Design bcd_decoder, sky130hd; sources not shown.
wire_density.png
Scale: 1.5 px per um. The die is cut into 24 by 24 equal tiles; white is low, dark blue is high, scaled to the fullest tile. Values are wire area over tile area, all layers added.
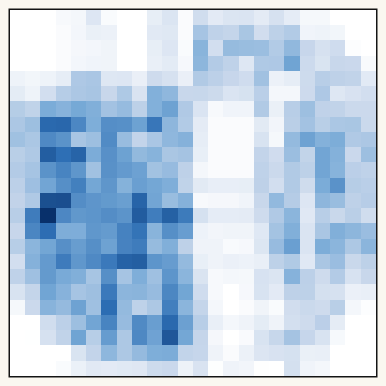
- tiles over half the peak: 18%
- nearly empty tiles: 9.5%
- densest ninth of the die: west
- fullest tile: 0.59
- mean over tiles: 0.17
Tot GR Track Use: 19.4%
final WL: 60700 um
post-DR wirelength/cell: 18.3 um

gate_families.png
Scale: 1.5 px per um.
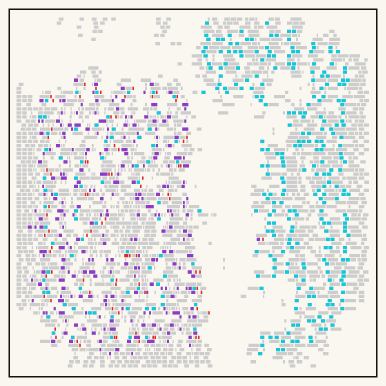
- red: inverters (cells 78; most used inv_1)
- cyan: AND-OR and OR-AND gates (cells 334; most used a22o_1; where all over the die)
- purple: inverting AOI/OAI gates (cells 247; most used a21oi_1)
Post-Layout Cell Count: 3316
logic share of the area: 32.9%
most numerous logic cell after layout: a22o_1

==> flow_summary.json <==
{
  "status": "complete, but fails checks",
  "violations": "setup timing",
  "buffer_area_share_pct": 25.7,
  "cts.reportedPaths.clkPinSlew_ps": 120,
  "syn_nets": 2086,
  "layout.non_clock_buffers": 679,
  "fin_total_pwr_mw": 26.9,
  "critPathBufInv": 2,
  "synthFlopType": "dfxtp_1",
  "grt_use_met1_pct": 24.2,
  "dominant_cells": "sequential cells",
  "rr_worst_depth": 4,
  "cp_slowest_stage_delay_ps": 590,
  "path_class": "reg2reg",
  "clk_share_pct": 3.74,
  "post-place-ws_ps": -1090,
  "taps": 748,
  "met3_length_um": 4030,
  "seq_share_pct": 33.0,
  "warnings": 105,
  "stdcell_area_um2": 26300,
  "cts_setup_buffers": 50,
  "numCtsBuffers": 110,
  "fin_nets": 2727,
  "top_area_cell": "dfxtp_1",
  "slew_headroom_pct": 49.2,
  "yosys_area_um2": 17800,
  "synthTopCellsByCount": "424 x dfxtp_1, 295 x a22o_1, 155 x nand2_1",
  "cp.depth": 4,
  "place_inst": 2884,
  "max_slew.worst_pin.slew_ps": 762,
  "worstSkewPairLatency_ps": 1190,
  "drt-met1-wl_um": 26100,
  "cts_tree": "built",
  "rsz0062_at_grt": "true",
  "ys_sh_aoi_pct": 25.3,
  "postCtsResizedCells": 862,
  "syn_inst": 1850,
  "fp.dieW_um": 244,
  "ant_nets": 0,
  "syn-mean-instance-area_um2": 9.64,
  "dr_wl_met2_um": 28900,
  "drt_first_pass_iters": 5,
  "ir_drop_uv": 615,
  "comb_cells": 1198,
  "overflow": 0,
  "numSynthFlops": 424,
  "htreeDepth": 3,
  "leakage_nw": 11.2,
  "setup_ws_ps": -461,
  "fa_ha_area_share_pct": 5.40,
  "clockBufferDepth": 3,
  "crit_family": "buffers and inverters",
  "fmax_mhz": 537,
  "timing.hold.worst_path_depth": 4,
  "die_area_um2": 59600,
  "finalHoldViolations": 0,
  "fillers": 5136,
  "combGateArea_um2": 8640,
  "internal_power_mw": 18.6,
  "clkPwrFrac_pct": 32.5,
  "antenna_found_initial": 8,
  "n_antenna_cell": 5,
  "p_comb_mw": 4.96,
  "seqPwrFrac_pct": 49.0,
  "cts-root-buf": "clkbuf_2",
  "final_cell_mix": "295 x a22o_1, 292 x dfxtp_1, 168 x clkbuf_2",
  "topCellsByArea": "dfxtp_1 48%, a22o_1 14%, ha_1 5.4%",
  "setup_viol": 533,
  "highest_layer": "met5",
  "p_sw_share_pct": 31.1,
  "cp.arrival_ps": 2840,
  "gp_congestion": 0.848,
  "mux_area_share_pct": 2.13,
  "ys_top_logic_family": "AND-OR/OR-AND gates",
  "drive_gt1_share_pct": 26.5,
  "holdWs_ps": 206,
  "io_buffer_count": 286,
  "crit_fanout": 10,
  "top_cell": "dfxtp_1",
  "die_h_um": 244,
  "synth.distinct_cells": 42,
  "yosys_cells": 1850,
  "timing.final.crit_share_pct": 133,
  "crit_chain": "nand2b_1 -> buf_4 -> clkbuf_1 -> a221oi_1",
  "tns_ps": -130760,
  "fin_skew_ps": 155,
  "min_period_ps": 1860,
  "min_path_type": "in2reg",
  "fp.coreArea_um2": 55100,
  "yosysSeqAreaShare_pct": 47.6,
  "final_core_util_pct": 47.7,
  "grt.busiest_layer": "met2",
  "grt_pass1_vias": 16800,
  "hpwl_um": 40500,
  "fp-row-count": 86,
  "ys_sh_xor_pct": 3.73,
  "use_met3_pct": 4.47
}
